## config.mk

```make
export PLATFORM = sky130hd
export DESIGN_NAME = alu_operand_stage
export DESIGN_NICKNAME = d
export VERILOG_FILES = /design/src/rtl/cpu_pkg.sv /design/src/rtl/regfile_4x8.sv /design/src/rtl/alu_operand_stage.sv
export SDC_FILE = /design/constraint.sdc
export NUM_CORES = 1
export LEC_CHECK = 0
export CAP_MARGIN = 30
export CORE_MARGIN = 2
export CORE_UTILIZATION = 50
export DETAILED_ROUTE_END_ITERATION = 8
export PLACE_DENSITY = 0.75
export SETUP_SLACK_MARGIN = 0.4
export SYNTH_ARGS = -nofsm -noshare
export SYNTH_HDL_FRONTEND = slang
export SYNTH_HIERARCHICAL = 1
export SYNTH_SLANG_ARGS = --single-unit
```

## constraint.sdc

```tcl
create_clock -name CLK -period 1.9 [get_ports CLK]
set_clock_uncertainty 0.1 [all_clocks]
set_input_delay 0.475 -clock CLK [delete_from_list [all_inputs] [get_ports CLK]]
set_output_delay 0.475 -clock CLK [all_outputs]
set_load 0.01 [all_outputs]
```

## src/rtl/cpu_pkg.sv

```systemverilog
// Shared CPU definitions: ALU opcodes, data/register-address types and the
// execute-stage entry layout used by the operand/writeback stage.
package cpu_pkg;

    localparam int DATA_W = 8;
    localparam int REG_AW = 2;

    typedef logic [REG_AW-1:0] reg_addr_t;
    typedef logic [DATA_W-1:0] data_t;

    localparam logic [2:0] OP_ADD = 3'b000;
    localparam logic [2:0] OP_SUB = 3'b001;
    localparam logic [2:0] OP_AND = 3'b010;
    localparam logic [2:0] OP_OR  = 3'b011;
    localparam logic [2:0] OP_XOR = 3'b100;
    localparam logic [2:0] OP_NOT = 3'b101;
    localparam logic [2:0] OP_SHL = 3'b110;
    localparam logic [2:0] OP_SHR = 3'b111;

    typedef struct packed {
        logic      valid;
        logic [2:0] op;
        data_t     a;
        data_t     b;
        reg_addr_t rd;
    } ex_entry_t;

    localparam ex_entry_t EX_RESET = '{valid: 1'b0, op: 3'b000, a: 8'h00, b: 8'h00, rd: 2'b00};

    function automatic logic is_zero(input data_t v);
        return (v == {DATA_W{1'b0}});
    endfunction

endpackage

```

## src/rtl/regfile_4x8.sv

```systemverilog
// Register file: two combinational operand read ports, one debug read port,
// one synchronous write port, asynchronous reset to RST_VAL.
module regfile_4x8
    import cpu_pkg::*;
#(
    parameter int                NREG    = 4,
    parameter logic [DATA_W-1:0] RST_VAL = 8'h00
) (
    input  logic      clk_i,
    input  logic      rst_n_i,
    input  logic      we_i,
    input  reg_addr_t waddr_i,
    input  data_t     wdata_i,
    input  reg_addr_t raddr1_i,
    output data_t     rdata1_o,
    input  reg_addr_t raddr2_i,
    output data_t     rdata2_o,
    input  reg_addr_t dbg_addr_i,
    output data_t     dbg_data_o
);

    data_t mem_q [NREG];

    // Storage array: reset every entry, otherwise write one entry per edge.
    always_ff @(posedge clk_i or negedge rst_n_i) begin
        if (!rst_n_i) begin
            for (int i = 0; i < NREG; i++) begin
                mem_q[i] <= RST_VAL;
            end
        end else if (we_i) begin
            mem_q[waddr_i] <= wdata_i;
        end
    end

    assign rdata1_o   = mem_q[raddr1_i];
    assign rdata2_o   = mem_q[raddr2_i];
    assign dbg_data_o = mem_q[dbg_addr_i];

endmodule

```

## src/rtl/alu_operand_stage.sv

```systemverilog
// Operand-fetch / writeback stage around the 8-bit ALU. Define
// ALU_OPERAND_BYPASS_EN for the result bypass; otherwise a RAW interlock stalls.
module alu_operand_stage
    import cpu_pkg::*;
#(
    parameter int                NREG    = 4,
    parameter logic [DATA_W-1:0] RST_VAL = 8'h00
) (
    input  logic        CLK,
    input  logic        RST_N,
    input  logic        in_valid,
    output logic        in_ready,
    input  logic [2:0]  in_op,
    input  reg_addr_t   in_rd,
    input  reg_addr_t   in_rs1,
    input  reg_addr_t   in_rs2,
    input  logic        in_imm_sel,
    input  logic [7:0]  in_imm,
    input  logic        hold,
    output logic [7:0]  alu_a,
    output logic [7:0]  alu_b,
    output logic [2:0]  alu_op,
    input  logic [7:0]  alu_s,
    input  logic        alu_c,
    output logic        flag_c,
    output logic        flag_z,
    output logic        wb_valid,
    input  reg_addr_t   dbg_sel,
    output logic [7:0]  dbg_data
);

    ex_entry_t ex_q, ex_d;
    logic      flag_c_q, flag_c_d;
    logic      flag_z_q, flag_z_d;
    logic      retire_s;
    logic      transfer_s;
    logic      in_ready_s;
    data_t     rdata1_s, rdata2_s;
    data_t     op_a_s, op_b_s;

    regfile_4x8 #(
        .NREG    (NREG),
        .RST_VAL (RST_VAL)
    ) u_regfile (
        .clk_i      (CLK),
        .rst_n_i    (RST_N),
        .we_i       (retire_s),
        .waddr_i    (ex_q.rd),
        .wdata_i    (alu_s),
        .raddr1_i   (in_rs1),
        .rdata1_o   (rdata1_s),
        .raddr2_i   (in_rs2),
        .rdata2_o   (rdata2_s),
        .dbg_addr_i (dbg_sel),
        .dbg_data_o (dbg_data)
    );

    assign retire_s   = ex_q.valid & ~hold;
    assign transfer_s = in_valid & in_ready_s;

`ifdef ALU_OPERAND_BYPASS_EN
    // Operand resolution with forwarding of the result retiring at this edge.
    always_comb begin
        in_ready_s = ~hold;
        if (retire_s && (ex_q.rd == in_rs1)) begin
            op_a_s = alu_s;
        end else begin
            op_a_s = rdata1_s;
        end
        if (in_imm_sel) begin
            op_b_s = in_imm;
        end else if (retire_s && (ex_q.rd == in_rs2)) begin
            op_b_s = alu_s;
        end else begin
            op_b_s = rdata2_s;
        end
    end
`else
    logic raw_s;

    // Operands straight from the register file; a pending writer blocks its readers.
    always_comb begin
        raw_s      = ex_q.valid & ((ex_q.rd == in_rs1) | (~in_imm_sel & (ex_q.rd == in_rs2)));
        in_ready_s = ~hold & ~raw_s;
        op_a_s     = rdata1_s;
        if (in_imm_sel) begin
            op_b_s = in_imm;
        end else begin
            op_b_s = rdata2_s;
        end
    end
`endif

    // Next-state for the EX entry and the condition flags.
    always_comb begin
        ex_d     = ex_q;
        flag_c_d = flag_c_q;
        flag_z_d = flag_z_q;
        if (!hold) begin
            if (transfer_s) begin
                ex_d = '{valid: 1'b1, op: in_op, a: op_a_s, b: op_b_s, rd: in_rd};
            end else begin
                ex_d.valid = 1'b0;
            end
        end else begin
            ex_d = ex_q;
        end
        if (retire_s) begin
            flag_c_d = alu_c;
            flag_z_d = is_zero(alu_s);
        end else begin
            flag_c_d = flag_c_q;
            flag_z_d = flag_z_q;
        end
    end

    // EX pipeline register and flag registers.
    always_ff @(posedge CLK or negedge RST_N) begin
        if (!RST_N) begin
            ex_q     <= EX_RESET;
            flag_c_q <= 1'b0;
            flag_z_q <= 1'b0;
        end else begin
            ex_q     <= ex_d;
            flag_c_q <= flag_c_d;
            flag_z_q <= flag_z_d;
        end
    end

    assign in_ready = in_ready_s;
    assign alu_a    = ex_q.a;
    assign alu_b    = ex_q.b;
    assign alu_op   = ex_q.op;
    assign flag_c   = flag_c_q;
    assign flag_z   = flag_z_q;
    assign wb_valid = retire_s;

endmodule

```

Run 1, gate families picked out:
The bar under the picture is 20 um long.
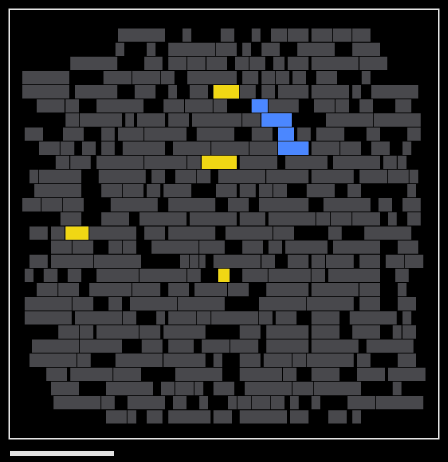
legend:
  blue:
    family: xor and xnor cells
    cells: 4
  yellow:
    family: nor cells
    cells: 4
    where: centre
Post-Layout Cell Count: 380
proportion of cell area occupied by multi-input gates: 0.3623
most frequent standard cell in the layout excluding fill and tap cells: buf_4

Run 1, cells coloured by class:
The bar under the picture is 20 um long. Fill, decap, tap and diode cells in grey.
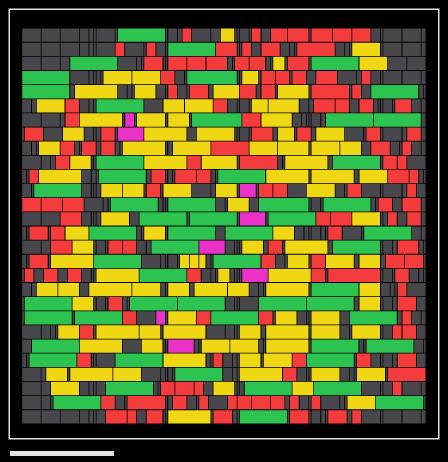
legend:
  yellow:
    class: remaining logic cells
    cells: 105
    share_of_their_area: 37%
  magenta:
    class: clock drivers and dummy loads
    cells: 8
    share_of_their_area: 2.1%
  green:
    class: sequential cells
    cells: 56
    share_of_their_area: 33%
  red:
    class: remaining buffers and delay cells
    cells: 136
    share_of_their_area: 28%

Run 1, register map, names as in the netlist:
The bar under the picture is 20 um long. Other sequential cells in the stronger grey, the rest of the logic in the fainter grey.
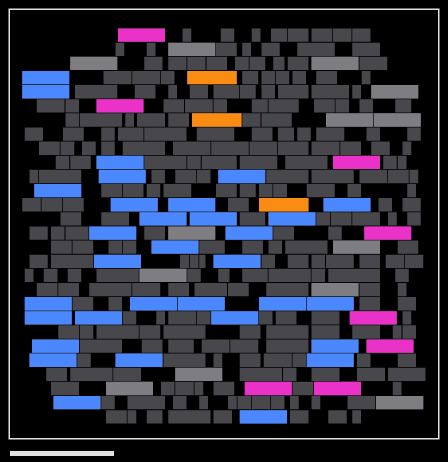
legend:
  blue:
    signal: u_regfile/mem_q
    flops: 32
  orange:
    signal: ex_q
    flops: 3
  magenta:
    signal: alu_b
    flops: 8
power of the sequential group: 2.04 mW
final core utilization: 0.7327
sequential cell area: 0.001405 sq mm
flip-flop and latch share of the layout cell area: 0.3239

Run 1, metal layers overlaid:
The bar under the picture is 20 um long.
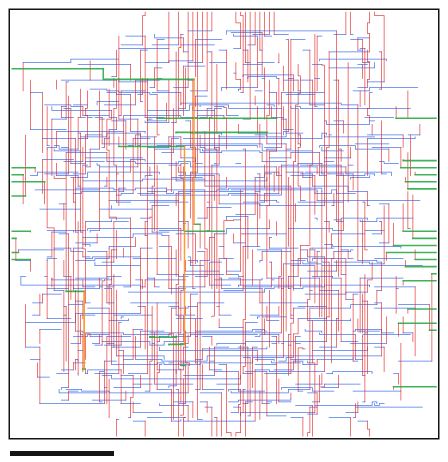
legend:
  red:
    layer: M2
    wire_length: 3750 um
  blue:
    layer: M1
    wire_length: 3180 um
  orange:
    layer: M4
    wire_length: 80.9 um
  green:
    layer: M3
    wire_length: 239 um

==> metrics.cfg, run 1 <==
[final_layout]
registers.top_by_ff_count=u_regfile/mem_q
layout.buffer.nonclock.area_share=0.2711
most_frequently_placed_logic_cells_in_the_final_layout=buf_4, dfrtp_1, mux2_2, mux2_4, buf_2
area_dominant_class=combinational gates
diodes=0
num-fill-cells=406
final.signal_buffer_count=136
clock_buffer_cells=5
areaGrowthSynthToFinish_pct=41.28
largest_reg_flops=32
final_net_count=337
area_share_clock_buf_inv=0.02019
finalInstanceArea_sq_mm=0.004338
post_route_cells_drive_above_1_share=0.7082

[die]
die-height_um=82.37
fp_util=0.5186
floorplan.core_area_sq_mm=0.005921
top_ports=64
die_x_um=82.37
die_area_sq_mm=0.006784
num_rows=28
num_tap_cells=75

[clock_network]
tritoncts=yes
post_cts_setup_driven_buffer_insertion_count=22
ctsHoldBuffers=0
worst_setup_hold_path_clk_slew_ns=0.11
htree_levels=2
clock.latency.late_pin_ns=0.31
cts-buffers-inserted=5

[detailed_routing]
final_antenna_net_count=0
wire_per_inst_um=19.09
met2_wirelength_mm=3.751
vias=2024
via_per_inst=5.326
met1_length_mm=3.182
routed-wl-met3_um=238
drt-total-wl_mm=7.253
drt-pass1-iter-count=6
route.top_layer_used=met4

[place]
portBuffers=63
numPlacedInstances=342
gpl.final_weighted_congestion=0.7452
post-dp-hpwl_mm=4.780
dp_slack_ns=-0.8013

[critical_path]
timing.critical_path.cells=xor2_2 > o32ai_2 > a21oi_2 > buf_2
critical_register_to_register_path_startpoint=ex_q[0]
cp-endpoint=in_ready
reg2regPathDepth=8
cp_depth=4
destination_of_the_worst_register_to_register_timing_path=alu_op[0]
timing.setup.critical_path_class=reg -> out
worst_setup_path_startpoint=ex_q[0]
startpoint_type=flop
cp.buffers_inverters=1
critical_path.slowest_cell=dfrtp_2
critical_path.top_delay_family=flip-flops
cp_slowest_stage_delay_ns=0.43
cp-end-kind=output pin
crit_required_ns=1.32
worstPathArrival_ns=1.42

[yosys]
net_count_after_synthesis=222
ys_seq_share=0.4564
ys_sh_adder=0
yosysUniqueCellTypes=23
mean_cell_area_of_the_mapped_netlist_sq_um=16.25
largest_family_of_logic_cells_by_area=multiplexers
ys_cells=189
netlist_instances=189
synth-xor-area-share=0.01141
post_synth_mux_area_share=0.4267
synth-area-yosys_sq_mm=0.003070
ys_sh_simple=0.02649
yosys_register_bits=56
synth.yosys.warnings=6

[power_and_ir_drop]
clock_power_share=0.114
comb_cell_power_mw=3.11
power.share.switching=0.2986
power.leakage_nw=2.004
power.internal_mw=4.077
power-per-cell-area_mw_per_mm2=1340
power_top_consumer=combinational cells
power.clock.total_mw=0.661
netSwitchingPower_mw=1.736
vdd_ir_drop_max_mv=0.8010
comb_power_share=0.536
totalPowerFinal_mw=5.813

[worst_hold_path]
hold_class=in -> async

[global_routing]
grt_start_max_net_pins=57
grt_use_met2=0.3919
gr-usage-all-layers=0.2321
grt_pass1_wl_mm=11.23
grt_antenna_before_repair=0
first_global_vias=2169
global_route.overflow_total=0
global_route.peak_usage_layer=met2

[sta]
grt_setup_unrepaired=true
layout_min_cycle_time_ns=1.994
setup_slack_ns=-0.09383
maxSlewHeadroom=0.8013
worst_slew_pin_slew_ns=0.2981
finalMaxSlewViolations=0
finalHoldViolCount=0
final_min_period_over_clock_period=1.049
max_freq_ghz=0.5015
setup-violations-final=26

[flow_run]
max_cap_viol_count=0

[status]
failed_checks=negative setup slack
run_status=finished, violations left

run 1: cells in the mapped netlist, drive strengths merged:
| cell type | count | share of area |
|---|---|---|
| dfrtp | 56 | 0.46 |
| xor2 | 4 | 0.011 |
| inv | 1 | 0.0012 |
| o32ai | 1 | 0.0053 |
| a21o | 1 | 0.0024 |
| mux2 | 62 | 0.25 |
| buf | 27 | 0.062 |
| nor4 | 2 | 0.0041 |
| nor3b | 1 | 0.0061 |
| nand3 | 2 | 0.0049 |
| clkbuf | 1 | 0.0016 |
| a21oi | 2 | 0.0045 |
| nand3b | 2 | 0.0073 |
| o21ai | 1 | 0.0016 |
| nor2b | 1 | 0.0020 |
| mux4 | 24 | 0.18 |
| nand2b | 1 | 0.0020 |
Run 1, cell placement:
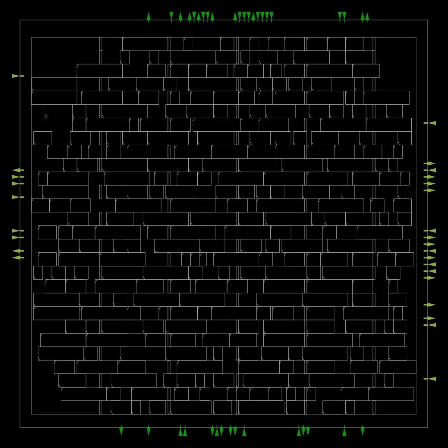

==> run 2, diff against run 1 <==
- GPL_TIMING_DRIVEN: unset -> 0
Run 2, cell placement:
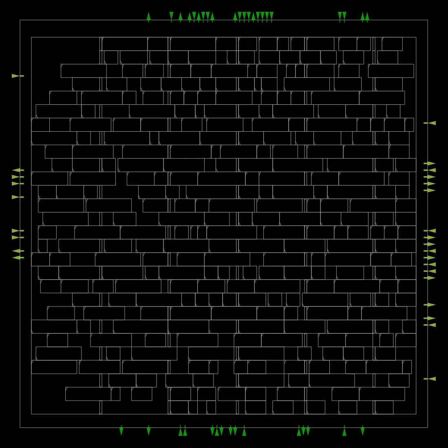
standard cell core area: 0.005921 sq mm
number of rows created at floorplan: 28
flip-flop and latch share of the layout cell area: 0.2926
Fill cells: 318
number of flip-flops and latches: 56

Run 2, gate families picked out:
The bar under the picture is 20 um long.
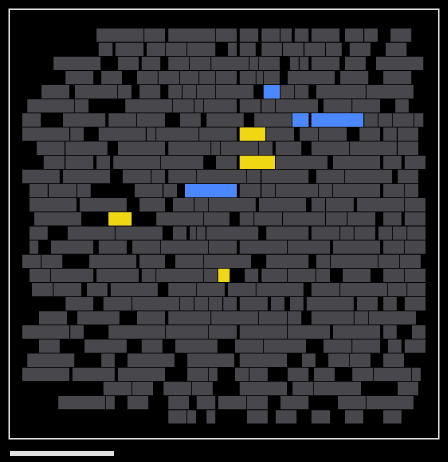
legend:
  blue:
    family: xor and xnor cells
    cells: 4
  yellow:
    family: nor cells
    cells: 4
    where: centre

==> run 2 against run 1 <==
The flow still finishes with violations (negative setup slack). Critical path depth rose by 4. Combinational power rose by 26%. Largest cell class unchanged. Highest routed layer unchanged. Cell count rose by 4.7%. Sequential share of layout area fell by 3.1 points. First-iteration DRC count rose by 87%.
==> metrics.cfg, run 2 <==
[detailed_routing]
detailedRoute.firstIterationViolations=142  ; was 76
routed-wl-met3_um=332  ; was 238 um
met2_wirelength_mm=4.282  ; was 3.751 mm
route.top_layer_used=met4  ; unchanged
drt-pass1-iter-count=4  ; was 6
met1_length_mm=3.475  ; was 3.182 mm
vias=2197  ; was 2024
via_per_inst=5.520  ; was 5.326
final_antenna_net_count=0  ; unchanged
wire_per_inst_um=20.66  ; was 19.09 um
drt-total-wl_mm=8.223  ; was 7.253 mm
drc=0  ; unchanged

[worst_hold_path]
hold_class=in -> async  ; unchanged

[yosys]
ys_sh_adder=0  ; unchanged
ys_sh_simple=0.02649  ; unchanged
edf_count=0  ; unchanged
top_cells_by_count=dfrtp_1, mux2_2, mux4_2  ; unchanged
top_cells_by_area=dfrtp_1, mux4_2, mux2_2, mux2_4, buf_4  ; unchanged
synth-area-yosys_sq_mm=0.003070  ; unchanged
ys_seq_share=0.4564  ; unchanged
flop_cell=dfrtp_1  ; unchanged
ys_sh_aoi=0.01385  ; unchanged
largest_family_of_logic_cells_by_area=multiplexers  ; unchanged
synth.yosys.warnings=6  ; unchanged
yosysUniqueCellTypes=23  ; unchanged
netlist_instances=189  ; unchanged
asyncSetResetFlopFracSynth=1.000  ; unchanged
synth-xor-area-share=0.01141  ; unchanged
yosys_register_bits=56  ; unchanged
synth_area_leader_cell=dfrtp_1  ; unchanged
post_synth_instance_area_sq_mm=0.003070  ; unchanged
synth.most_common_cell=dfrtp_1  ; unchanged
mean_cell_area_of_the_mapped_netlist_sq_um=16.25  ; unchanged
synth_largest_type_area_fraction=0.4564  ; unchanged
net_count_after_synthesis=222  ; unchanged
post_synth_mux_area_share=0.4267  ; unchanged
ys_cells=189  ; unchanged

[status]
failed_checks=negative setup slack  ; unchanged
run_status=finished, violations left  ; unchanged

[final_layout]
final_net_count=355  ; was 337
finalNonFillerCells=398  ; was 380
diodes=0  ; unchanged
finalInstanceArea_sq_mm=0.004798  ; was 0.004338 sq mm
layout.core_utilization=0.8104  ; was 0.7327
post_route_cells_drive_above_1_share=0.7245  ; was 0.7082
largest_reg_flops=32  ; unchanged
registers.top_by_ff_count=u_regfile/mem_q  ; unchanged
most_frequently_placed_logic_cells_in_the_final_layout=buf_6, dfrtp_1, buf_4, mux2_4, mux4_2  ; was buf_4, dfrtp_1, mux2_2, mux2_4, buf_2
layout.area.seq_sq_mm=0.001404  ; was 0.001405 sq mm
mi_logic_area_sq_mm=0.001673  ; was 0.001572 sq mm
areaGrowthSynthToFinish_pct=56.28  ; was 41.28%

[clock_network]
root_buffer=clkbuf_8  ; unchanged
worst_setup_hold_path_clk_slew_ns=0.11  ; about the same
tritoncts=yes  ; unchanged
cts-buffers-inserted=5  ; unchanged
htree_levels=2  ; unchanged
clock.latency.late_pin_ns=0.31  ; about the same
ctsLongestPathBuffers=2  ; unchanged
cts_sinks=56  ; unchanged

[global_routing]
grt_start_max_net_pins=32  ; was 57
grt_pass1_wl_mm=11.21  ; was 11.23 mm
first_global_vias=2180  ; was 2169
grt_use_met2=0.3944  ; was 0.3919
gr-usage-met1=0.3015  ; was 0.3165
gr-usage-all-layers=0.2301  ; was 0.2321
met3_usage_in_global_routing=0.04130  ; was 0.02717
global_route.peak_usage_layer=met2  ; unchanged
global_route.overflow_total=0  ; unchanged
grt_antenna_before_repair=0  ; unchanged

[place]
portBuffers=60  ; was 63
gpl.final_weighted_congestion=0.7817  ; was 0.7452
post-dp-hpwl_mm=4.526  ; was 4.780 mm
dp_slack_ns=-0.7121  ; was -0.8013 ns
dpl_cell_area_sq_mm=0.003852  ; was 0.004039 sq mm
numPlacedInstances=325  ; was 342

[power_and_ir_drop]
clock_power_share=0.117  ; was 0.114
powerSeq_mw=2.10  ; was 2.04 mW
power.share.switching=0.2859  ; was 0.2986
power-per-cell-area_mw_per_mm2=1418  ; was 1340 mW/mm^2
netSwitchingPower_mw=1.946  ; was 1.736 mW
power.sequential.fraction=0.308  ; was 0.351
power.internal_mw=4.860  ; was 4.077 mW
comb_power_share=0.575  ; was 0.536
power.clock.total_mw=0.796  ; was 0.661 mW
vdd_ir_drop_max_mv=0.8804  ; was 0.8010 mV
power_top_consumer=combinational cells  ; unchanged
comb_cell_power_mw=3.91  ; was 3.11 mW
power.leakage_nw=2.262  ; was 2.004 nW
totalPowerFinal_mw=6.806  ; was 5.813 mW

[sta]
layout_min_cycle_time_ns=2.059  ; was 1.994 ns
finalMaxSlewViolations=0  ; unchanged
finalHoldViolCount=0  ; unchanged
final_min_period_over_clock_period=1.083  ; was 1.049
setup_slack_ns=-0.1586  ; was -0.09383 ns
max_freq_ghz=0.4858  ; was 0.5015 GHz
worst_slew_pin_slew_ns=0.6588  ; was 0.2981 ns
setup-violations-final=29  ; was 26
holdWs_ns=0.06292  ; was 0.03677 ns
setup_total_negative_slack_ns=-2.490  ; was -0.3658 ns
grt_setup_unrepaired=true  ; unchanged
maxSlewHeadroom=0.5608  ; was 0.8013

[flow_run]
warning_count=29  ; unchanged
max_cap_viol_count=0  ; unchanged

[critical_path]
crit_path_max_fanout=5  ; was 2
worst_setup_path_startpoint=ex_q[1]  ; was ex_q[0]
rrSetupSlack_ns=-0.16  ; was -0.02 ns
critical_register_to_register_path_startpoint=ex_q[1]  ; was ex_q[0]
worstPathArrival_ns=2.16  ; was 1.42 ns
reg2regPathDepth=8  ; unchanged
startpoint_type=flop  ; unchanged
timing.setup.critical_path_class=reg -> reg  ; was reg -> out
destination_of_the_worst_register_to_register_timing_path=ex_q[1]  ; was alu_op[0]
cp-end-kind=flop  ; was output pin
cp-endpoint=ex_q[1]  ; was in_ready
crit_required_ns=2.00  ; was 1.32 ns

[die]
die_area_sq_mm=0.006784  ; unchanged
fp_util=0.5186  ; unchanged
die-height_um=82.37  ; unchanged
die_x_um=82.37  ; unchanged
top_ports=64  ; unchanged

-- run 2: critical path, stage by stage, from the launching register on --
cell	delay (ns)
dfrtp_2	0.45
xor2_1	0.18
o32ai_4	0.31
buf_4	0.17
a21oi_2	0.05
buf_6	0.13
buf_12	0.12
buf_12	0.13
mux2_4	0.31
-- run 2: area by class of cell --
class	instances	area share
clock inverter	3	0.008866
buffer	28	0.06519
timing repair buffer	126	0.2501
inverter	1	0.0007823
tap	75	0.01956
sequential	56	0.2926
clock buffer	5	0.01434
multi-input combinational	104	0.3486
-- run 2: timing repair --
action,in CTS,in global routing
cloned,2,0
setup buffers,46,17
pin swaps,5,3
gates resized,191,36
setup endpoints to repair,86,60
hold buffers,0,0
Run 2, register map, names as in the netlist:
The bar under the picture is 20 um long. Other sequential cells in the stronger grey, the rest of the logic in the fainter grey.
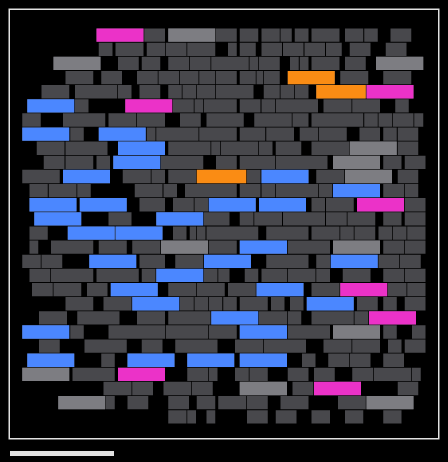

==> run 3, diff against run 2 <==
- CORE_ASPECT_RATIO: unset -> 1.1
- MAX_ROUTING_LAYER: unset -> met4
- SLEW_MARGIN: unset -> 20
Run 3, register map, names as in the netlist:
The bar under the picture is 20 um long. Other sequential cells in the stronger grey, the rest of the logic in the fainter grey.
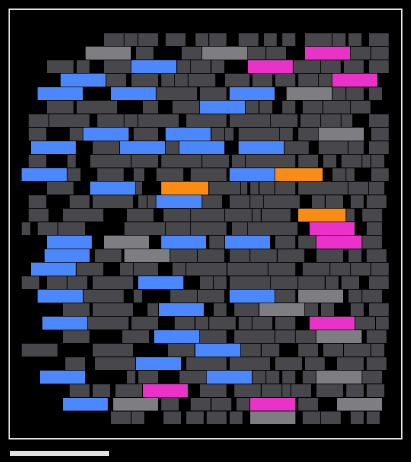
legend:
  orange:
    signal: ex_q
    flops: 3
  blue:
    signal: u_regfile/mem_q
    flops: 32
  magenta:
    signal: alu_b
    flops: 8

Run 3, metal layers overlaid:
The bar under the picture is 20 um long.
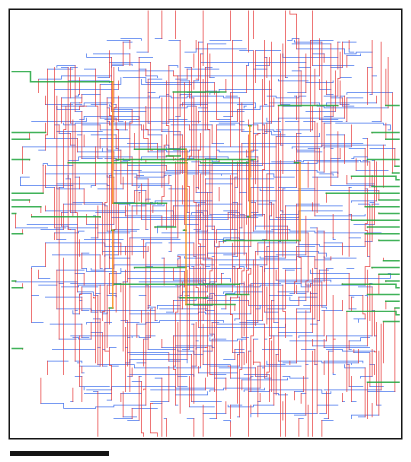
legend:
  red:
    layer: M2
    wire_length: 4210 um
  orange:
    layer: M4
    wire_length: 105 um
  blue:
    layer: M1
    wire_length: 3340 um
  green:
    layer: M3
    wire_length: 407 um

==> run 3 against run 2 <==
The run still ends with negative setup slack left. Global-route usage rose by 1.2 points. Sequential power rose by 2%. Combinational power barely moved. Clock power fell by 17%. Cell count fell by 0.25%. Final area fell by 2.2%. Maximum frequency fell by 1.0%. Via count fell by 1.9%.
==> metrics.cfg, run 3 <==
[worst_hold_path]
hold_class=in -> async  ; unchanged

[sta]
grt_setup_unrepaired=true  ; unchanged
worst_slew_pin_slew_ns=0.7245  ; was 0.6588 ns
final_min_period_over_clock_period=1.095  ; was 1.083
finalHoldViolCount=0  ; unchanged
layout_min_cycle_time_ns=2.080  ; was 2.059 ns
setup_slack_ns=-0.1798  ; was -0.1586 ns
max_freq_ghz=0.4808  ; was 0.4858 GHz
setup-violations-final=30  ; was 29
maxSlewHeadroom=0.5170  ; was 0.5608

[yosys]
yosys_register_bits=56  ; unchanged
net_count_after_synthesis=222  ; unchanged
netlist_instances=189  ; unchanged
ys_seq_share=0.4564  ; unchanged
synth_area_leader_cell=dfrtp_1  ; unchanged
synth-area-yosys_sq_mm=0.003070  ; unchanged
edf_count=0  ; unchanged
yosysUniqueCellTypes=23  ; unchanged
synth.yosys.warnings=6  ; unchanged
synth.most_common_cell=dfrtp_1  ; unchanged
post_synth_instance_area_sq_mm=0.003070  ; unchanged
ys_cells=189  ; unchanged
flop_cell=dfrtp_1  ; unchanged
mean_cell_area_of_the_mapped_netlist_sq_um=16.25  ; unchanged
top_cells_by_count=dfrtp_1, mux2_2, mux4_2  ; unchanged
synth_largest_type_area_fraction=0.4564  ; unchanged
asyncSetResetFlopFracSynth=1.000  ; unchanged

[final_layout]
post_route_cells_drive_above_1_share=0.7219  ; was 0.7245
layout.area.seq_sq_mm=0.001405  ; was 0.001404 sq mm
num-fill-cells=317  ; was 318
diodes=0  ; unchanged
layout.buffer.nonclock.area_share=0.3081  ; was 0.3153
registers.top_by_ff_count=u_regfile/mem_q  ; unchanged
finalNonFillerCells=397  ; was 398
layout.cells.most_common=buf_6
seq_cells=56  ; unchanged
final_net_count=352  ; was 355
final.signal_buffer_count=151  ; was 154
largest_reg_flops=32  ; unchanged
n_multi_input_combinational_cell=104  ; unchanged
area_dominant_class=combinational gates  ; unchanged
area_share_clock_buf_inv=0.01866  ; was 0.02321
mi_logic_area_sq_mm=0.001655  ; was 0.001673 sq mm
comb_area_share=0.3526  ; was 0.3486
most_frequently_placed_logic_cells_in_the_final_layout=buf_6, dfrtp_1, buf_4, mux2_4, mux4_2  ; unchanged
layout.core_utilization=0.8036  ; was 0.8104

[detailed_routing]
detailedRoute.firstIterationViolations=113  ; was 142
vias=2156  ; was 2197
wire_per_inst_um=20.31  ; was 20.66 um
drt-pass1-iter-count=4  ; unchanged
drt-total-wl_mm=8.062  ; was 8.223 mm
drc=0  ; unchanged
final_antenna_net_count=0  ; unchanged

[critical_path]
timing.critical_path.cells=xor2_1 > o32ai_4 > a21oi_2 > buf_2  ; was xor2_1 > o32ai_4 > buf_4 > a21oi_2 > buf_6 > buf_12 > buf_12 > mux2_4
cp-end-kind=output pin  ; was flop
worst_setup_path_startpoint=ex_q[1]  ; unchanged
cp.buffers_inverters=1  ; was 4
worstPathArrival_ns=1.50  ; was 2.16 ns
cp_depth=4  ; was 8
crit_path_max_fanout=3  ; was 5
startpoint_type=flop  ; unchanged
rrSetupSlack_ns=-0.15  ; was -0.16 ns
critical_register_to_register_path_startpoint=ex_q[1]  ; unchanged
crit_required_ns=1.32  ; was 2.00 ns
reg2regPathDepth=7  ; was 8
cp-endpoint=in_ready  ; was ex_q[1]
critical_path.slowest_cell=dfrtp_2  ; unchanged
timing.setup.critical_path_class=reg -> out  ; was reg -> reg

[global_routing]
gr-usage-all-layers=0.2419  ; was 0.2301
grt_antenna_before_repair=0  ; unchanged
global_route.overflow_total=0  ; unchanged
grt_start_max_net_pins=57  ; was 32
first_global_vias=2230  ; was 2180

[clock_network]
tritoncts=yes  ; unchanged
htree_levels=2  ; unchanged
post_cts_setup_driven_buffer_insertion_count=46  ; unchanged
cts.repair.resized=195  ; was 191
cts_sinks=56  ; unchanged
worst_setup_hold_path_clk_slew_ns=0.11  ; about the same
ctsHoldBuffers=0  ; unchanged
ctsLongestPathBuffers=2  ; unchanged
cts-buffers-inserted=5  ; unchanged

[place]
post-dp-hpwl_mm=4.324  ; was 4.526 mm
portBuffers=60  ; unchanged
gpl.final_weighted_congestion=0.7675  ; was 0.7817
dpl_cell_area_sq_mm=0.003837  ; was 0.003852 sq mm

[power_and_ir_drop]
power-per-cell-area_mw_per_mm2=1426  ; was 1418 mW/mm^2
power.leakage_nw=2.218  ; was 2.262 nW
netSwitchingPower_mw=1.967  ; was 1.946 mW
comb_cell_power_mw=3.89  ; was 3.91 mW
power_top_consumer=combinational cells  ; unchanged
power.clock.total_mw=0.664  ; was 0.796 mW
totalPowerFinal_mw=6.694  ; was 6.806 mW
powerSeq_mw=2.14  ; was 2.10 mW
power.internal_mw=4.727  ; was 4.860 mW
clock_power_share=0.099  ; was 0.117

[flow_run]
warning_count=29  ; unchanged

[die]
die_x_um=78.72  ; was 82.37 um
num_tap_cells=77  ; was 75
floorplan.core_area_sq_mm=0.005842  ; was 0.005921 sq mm
num_rows=29  ; was 28
fp_util=0.5256  ; was 0.5186
die-height_um=86.19  ; was 82.37 um
top_ports=64  ; unchanged
die_area_sq_mm=0.006784  ; about the same

[status]
run_status=finished, violations left  ; unchanged
failed_checks=negative setup slack  ; unchanged

run 3: metal layers:
| metal | global-route usage | vias up | wire [um] |
|---|---|---|---|
| met5 | - | - | 0 |
| met4 | 0.06220 | 0 | 105 |
| met3 | 0.03646 | 12 | 407 |
| met2 | 0.3846 | 75 | 4207 |
| met1 | 0.3321 | 1116 | 3342 |
| li1 | - | 953 | - |
run 3: cells by family (layout without fill, tap and decap cells):
logic type	count (synthesis)	in the layout	synth area share
and+or+nand+nor	9	9	0.02649
buffers and inverters	29	160	0.06520
DFF	56	56	0.4564
muxes	86	86	0.4266
xor gates and xnor gates	4	4	0.01141
AOI/OAI and AO/OA	5	5	0.01385
No activity file was given, so power comes from the tool's default toggle rates.
